[config.mk]
export PLATFORM = sky130hd
export DESIGN_NAME = sram_dump
export DESIGN_NICKNAME = d
export VERILOG_FILES = /design/src/rtl/sram_dump.sv
export SDC_FILE = /design/constraint.sdc
export NUM_CORES = 1
export LEC_CHECK = 0
export CORE_UTILIZATION = 40
export DETAILED_ROUTE_END_ITERATION = 10
export MAX_ROUTING_LAYER = met4
export PLACE_DENSITY = 0.65
export SKIP_LAST_GASP = 1
export SLEW_MARGIN = 20
export SYNTH_ARGS = -nofsm -noshare
export SYNTH_HDL_FRONTEND = slang
export SYNTH_SLANG_ARGS = --single-unit
[constraint.sdc]
create_clock -name clk -period 3.75 [get_ports clk]
set_clock_uncertainty 0.1 [all_clocks]
set_input_delay 0.5625 -clock clk [delete_from_list [all_inputs] [get_ports clk]]
set_output_delay 0.5625 -clock clk [all_outputs]
set_load 0.01 [all_outputs]
[src/rtl/sram_dump.sv]
// SRAM-to-flash image dumper: writes a 4-word header, the instruction and data payloads,
// and optionally (when DUMP_CHECKSUM_EN is defined) a 32-bit wrapping checksum word.
module sram_dump #(
  parameter logic [24:0] FLASH_BASE = 25'd0,
  parameter logic [31:0] SIZE_LIMIT = 32'h003F_FFFF
) (
  input  logic        clk,
  input  logic        rst,
  input  logic        startFlag,
  input  logic [21:0] instAddr,
  input  logic [31:0] instSize,
  input  logic [21:0] dataAddr,
  input  logic [31:0] dataSize,
  input  logic        sramReady,
  input  logic [31:0] sramData,
  output logic [21:0] sramAddr,
  output logic        sramCs,
  input  logic        flashReady,
  output logic [24:0] flashAddr,
  output logic [31:0] flashData,
  output logic        flashCs,
  output logic        busy,
  output logic        led
);

  typedef enum logic [3:0] {
    S_IDLE, S_CHECK, S_HDR, S_FWAIT, S_SREQ, S_SWAIT,
    S_SCAP, S_PWR, S_PWAIT, S_DONE, S_ERR
  } state_t;

  typedef enum logic [1:0] {R_INST, R_DATA, R_SUM} region_t;

  state_t      state_q, state_d;
  region_t     region_q, region_d;
  logic [21:0] inst_addr_q, inst_addr_d;
  logic [31:0] inst_size_q, inst_size_d;
  logic [21:0] data_addr_q, data_addr_d;
  logic [31:0] data_size_q, data_size_d;
  logic [1:0]  hdr_idx_q, hdr_idx_d;
  logic [31:0] cnt_q, cnt_d;
  logic [24:0] flash_addr_q, flash_addr_d;
  logic [31:0] flash_data_q, flash_data_d;
  logic [21:0] sram_addr_q, sram_addr_d;
`ifdef DUMP_CHECKSUM_EN
  logic [31:0] sum_q, sum_d;
`endif

  logic start_inst, start_data, to_tail;

  // Strobes are decoded from the state so a write/read lasts exactly the one
  // cycle in which the write/request state sees the peer ready.
  assign flashCs   = ((state_q == S_HDR) || (state_q == S_PWR)) && flashReady;
  assign sramCs    = (state_q == S_SREQ) && sramReady;
  assign busy      = !((state_q == S_IDLE) || (state_q == S_DONE) || (state_q == S_ERR));
  assign led       = (state_q != S_DONE);
  assign flashAddr = flash_addr_q;
  assign flashData = flash_data_q;
  assign sramAddr  = sram_addr_q;

  always_comb begin
    // NOTE: every combinational output gets a default first so no path can infer a latch.
    state_d      = state_q;
    region_d     = region_q;
    inst_addr_d  = inst_addr_q;
    inst_size_d  = inst_size_q;
    data_addr_d  = data_addr_q;
    data_size_d  = data_size_q;
    hdr_idx_d    = hdr_idx_q;
    cnt_d        = cnt_q;
    flash_addr_d = flash_addr_q;
    flash_data_d = flash_data_q;
    sram_addr_d  = sram_addr_q;
`ifdef DUMP_CHECKSUM_EN
    sum_d        = sum_q;
`endif
    start_inst   = 1'b0;
    start_data   = 1'b0;
    to_tail      = 1'b0;

    unique case (state_q)
      S_IDLE: begin
        if (startFlag) begin
          inst_addr_d = instAddr;
          inst_size_d = instSize;
          data_addr_d = dataAddr;
          data_size_d = dataSize;
          hdr_idx_d   = 2'd0;
          cnt_d       = '0;
`ifdef DUMP_CHECKSUM_EN
          sum_d       = '0;
`endif
          state_d     = S_CHECK;
        end
      end
      S_CHECK: begin
        if ((inst_size_q > SIZE_LIMIT) || (data_size_q > SIZE_LIMIT)) begin
          state_d = S_ERR;
        end else begin
          flash_addr_d = FLASH_BASE;
          flash_data_d = {10'b0, inst_addr_q};
          state_d      = S_HDR;
        end
      end
      S_HDR:   if (flashReady) state_d = S_FWAIT;
      S_FWAIT: begin
        if (hdr_idx_q == 2'd3) begin
          if (inst_size_q != '0)      start_inst = 1'b1;
          else if (data_size_q != '0) start_data = 1'b1;
          else                        to_tail    = 1'b1;
        end else begin
          hdr_idx_d    = hdr_idx_q + 2'd1;
          flash_addr_d = flash_addr_q + 25'd1;
          unique case (hdr_idx_q)
            2'd0:    flash_data_d = inst_size_q;
            2'd1:    flash_data_d = {10'b0, data_addr_q};
            default: flash_data_d = data_size_q;
          endcase
          state_d = S_HDR;
        end
      end
      S_SREQ:  if (sramReady) state_d = S_SWAIT;
      S_SWAIT: state_d = S_SCAP;
      S_SCAP: begin
        if (sramReady) begin
          flash_data_d = sramData;
          flash_addr_d = flash_addr_q + 25'd1;
`ifdef DUMP_CHECKSUM_EN
          sum_d        = sum_q + sramData;
`endif
          state_d      = S_PWR;
        end
      end
      S_PWR:   if (flashReady) state_d = S_PWAIT;
      S_PWAIT: begin
        unique case (region_q)
          R_INST: begin
            if (cnt_q + 32'd1 == inst_size_q) begin
              if (data_size_q != '0) start_data = 1'b1;
              else                   to_tail    = 1'b1;
            end else begin
              cnt_d       = cnt_q + 32'd1;
              sram_addr_d = sram_addr_q + 22'd1;
              state_d     = S_SREQ;
            end
          end
          R_DATA: begin
            if (cnt_q + 32'd1 == data_size_q) begin
              to_tail = 1'b1;
            end else begin
              cnt_d       = cnt_q + 32'd1;
              sram_addr_d = sram_addr_q + 22'd1;
              state_d     = S_SREQ;
            end
          end
          default: state_d = S_DONE;
        endcase
      end
      S_DONE, S_ERR: if (!startFlag) state_d = S_IDLE;
      default: state_d = S_IDLE;
    endcase

    if (start_inst) begin
      region_d    = R_INST;
      cnt_d       = '0;
      sram_addr_d = inst_addr_q;
      state_d     = S_SREQ;
    end
    if (start_data) begin
      region_d    = R_DATA;
      cnt_d       = '0;
      sram_addr_d = data_addr_q;
      state_d     = S_SREQ;
    end
    if (to_tail) begin
`ifdef DUMP_CHECKSUM_EN
      region_d     = R_SUM;
      flash_addr_d = flash_addr_q + 25'd1;
      flash_data_d = sum_q;
      state_d      = S_PWR;
`else
      state_d      = S_DONE;
`endif
    end
  end

  // NOTE: sequential state uses non-blocking assignments so all flops update together.
  always_ff @(posedge clk or negedge rst) begin
    if (!rst) begin
      state_q      <= S_IDLE;
      region_q     <= R_INST;
      inst_addr_q  <= '0;
      inst_size_q  <= '0;
      data_addr_q  <= '0;
      data_size_q  <= '0;
      hdr_idx_q    <= '0;
      cnt_q        <= '0;
      flash_addr_q <= '0;
      flash_data_q <= '0;
      sram_addr_q  <= '0;
`ifdef DUMP_CHECKSUM_EN
      sum_q        <= '0;
`endif
    end else begin
      state_q      <= state_d;
      region_q     <= region_d;
      inst_addr_q  <= inst_addr_d;
      inst_size_q  <= inst_size_d;
      data_addr_q  <= data_addr_d;
      data_size_q  <= data_size_d;
      hdr_idx_q    <= hdr_idx_d;
      cnt_q        <= cnt_d;
      flash_addr_q <= flash_addr_d;
      flash_data_q <= flash_data_d;
      sram_addr_q  <= sram_addr_d;
`ifdef DUMP_CHECKSUM_EN
      sum_q        <= sum_d;
`endif
    end
  end

endmodule
**Close-up of the layout**

The bar under the picture is 10 um long. Region (120, 27) to (160, 67) um. Cells in gray, sequential cells in the stronger gray; small squares are vias.
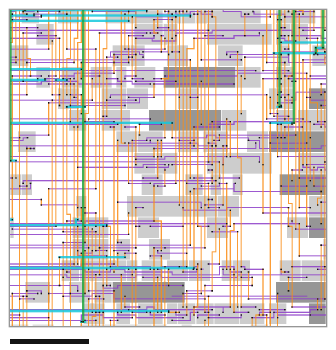
color	layer
cyan	metal 3
green	metal 4
orange	metal 2
purple	metal 1
netlist names of flops here include	cnt_q (3), data_size_q (2)
sequential cells in the window	6
most frequent	buf_4 (20), nor4_1 (6), dfrtp_1 (6)
cells with their middle in the window	96

**Gate-type map**

The bar under the picture is 50 um long.
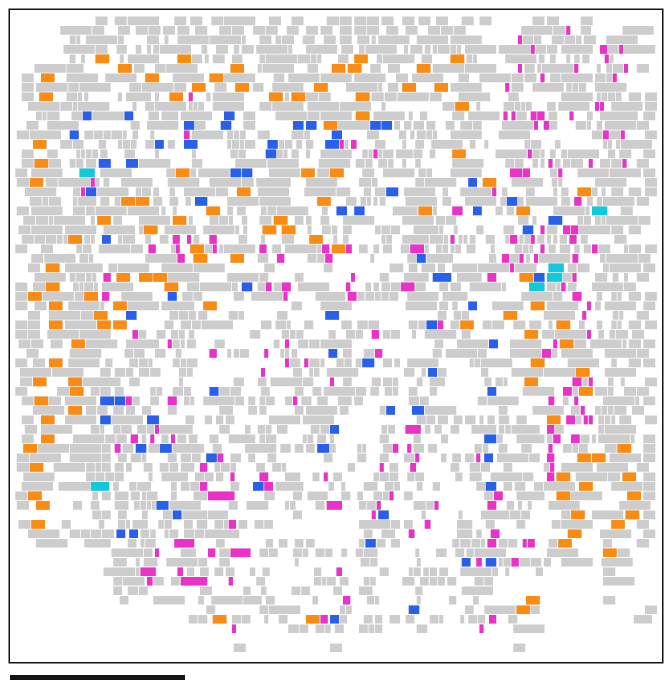
color	family	cells
orange	multiplexers	112
magenta	NOR gates	167
blue	AND-OR and OR-AND gates	71
cyan	adder and majority cells	6
Commonest Layout Cell: clkdlybuf4s50_1
Post-Layout Cell Count: 2292
logic share of the area: 0.4012

**Routing congestion**

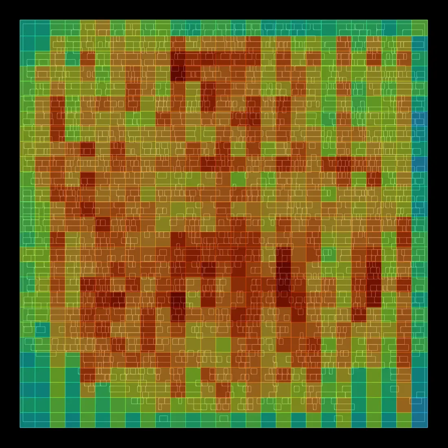
post-layout util: 0.5690
wire length per cell: 24.03 um
GRT met2 Usage: 0.5046
M1 GR Usage: 0.4093

**Signal wires on met3**

The bar under the picture is 50 um long.
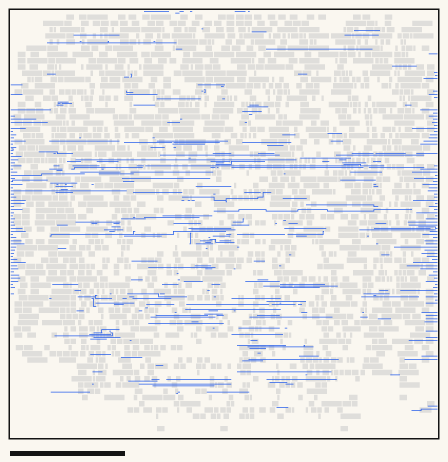
main direction	horizontal
longest straight run	96.1 um
wire length on this layer	3670 um
nets with wire on the layer	305
share of all routed wire	6.7%
routed vias: 13650
DRT Wirelength: 55070 um

**Signal wires on met1**

The bar under the picture is 50 um long. Supply wires on this layer in gray.
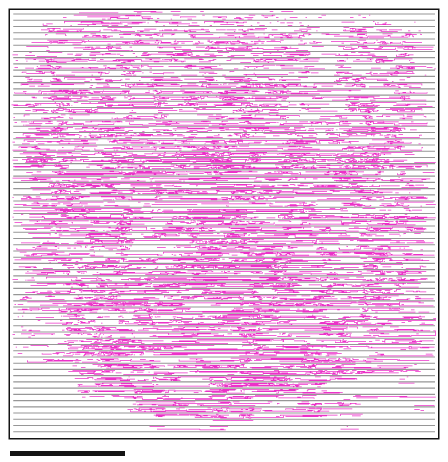
share of all routed wire	43%
wire length on this layer	23.5 mm

[stage by stage]
stage          total power [uW]  area [um2]    util  hold slack (ns)  TNS, ns
2_1_floorplan              7324       13660       -           0.1669        0
3_3_place_gp               9895       17670  0.5269           0.3632   -5.727
3_5_place_dp               9975       17670  0.5269           0.3693   -4.578
4_1_cts                   12750       18720  0.5584           0.3822  -0.1250
5_1_grt                   13520       19080  0.5690           0.3980   -4.475
6_report                  12900       19080  0.5690           0.3752  -0.4210
[kinds of logic after synthesis]
| logic type | share of synthesized area |
|---|---|
| compound gates | 0.1798 |
| mux | 0.09241 |
| flops | 0.4144 |
| simple gates | 0.2074 |
| xor+xnor | 0.05684 |
| buf+inv | 0.04373 |
| fa+ha+maj | 0.005500 |
==> results.json <==
{
  "crit_type": "flop to flop",
  "grt_pass1_wl_um": 81850,
  "dp_slack_ns": -0.2039,
  "powerComb_uw": 5680,
  "die_h_um": 186.7,
  "worstRegToRegCells": 15,
  "power.density_nw_per_um2": 675.8,
  "clk_pin_slew_ns": 0.06,
  "drtIter0Drc": 1075,
  "drive_gt1_frac": 0.2461,
  "synth_warnings": 0,
  "chipArea_um2": 34860,
  "slew_violations": 0,
  "irDropWorstVdd_mv": 0.5138,
  "pin_count": 228,
  "most_common_cell": "dfrtp_1",
  "synth-main-ff-cell": "dfrtp_1",
  "finalCritPeriodShare": 1.021,
  "ys_seq_frac": 0.4144,
  "clkLatencyLatePin_ns": 0.54,
  "setup_ws_ns": -0.07748,
  "cts_inserted_buffers": 27,
  "slowest_stage": "or4_4",
  "nFillCells": 3014,
  "warnings": 30,
  "async_flop_share": 1.000,
  "critical-path-top-cell-by-count": "buf_6",
  "hold_end": "flashData[22]",
  "p_seq_uw": 4520,
  "drc": 0,
  "drv_cap": 0,
  "viasPerCell": 5.954,
  "fp.dieW_um": 186.7,
  "clkCellAreaFrac": 0.04708,
  "cts-resized-gates": 14,
  "std_cell_rows": 67,
  "n_antenna_cell": 3,
  "grt_usage": 0.3163,
  "grt_pass1_vias": 13140,
  "fp_util": 0.4070,
  "wl_met3_um": 3668,
  "power_leader": "combinational cells",
  "reg2reg_to": "sramAddr[15]",
  "portBuffers": 227,
  "antenna_found_initial": 3,
  "placed_cells": 2221,
  "logic_area_um2": 7655,
  "netlist.top_cell.by_area": "dfrtp_1",
  "p_clk_uw": 2690,
  "fmax_ghz": 0.2613,
  "comb_cells": 1084,
  "maxUsedRoutingLayer": "met4",
  "clkPwrFrac": 0.209,
  "status": "complete, but fails checks",
  "relSlewSlack": 0.4646,
  "holdPathStages": 2,
  "yosys.stat.chipArea_um2": 13650,
  "crit_arrival_ns": 4.15,
  "violations": "setup timing",
  "syn-cell-area_um2": 13650,
  "start_kind": "flop",
  "yosys-top-cells-area": "dfrtp_1 (41%), mux2_2 (9.2%), nand2_1 (4.0%)",
  "regArea_um2": 5659,
  "setup_viol": 13,
  "seq-cell-share": 0.2966,
  "yosys_cells": 1443,
  "dr.pass1.iters": 5,
  "design.core.area_um2": 33530,
  "hold_buffers": 1,
  "wl_met1_um": 23540,
  "startpoint": "cnt_q[1]",
  "swShare": 0.4010,
  "rsz0062_at_grt": "yes",
  "min_period_ns": 3.827,
  "worstReg2RegStart": "cnt_q[1]",
  "cp_cell_sequence": "ha_2 -> buf_6 -> nand4_1 -> buf_6 -> nor3_4 -> buf_6 -> a211o_1 -> nand3_2 -> or4_4 -> or4_4 -> nor2_4 -> or3b_4 -> buf_12 -> nor2_1 -> a2111o_1",
  "nClkBuffers": 34,
  "inv_count": 29,
  "ant_nets": 0,
  "nonClkBufAreaFrac": 0.2197,
  "cp.required_ns": 4.07
}
No activity file was given, so power comes from the tool's default toggle rates.
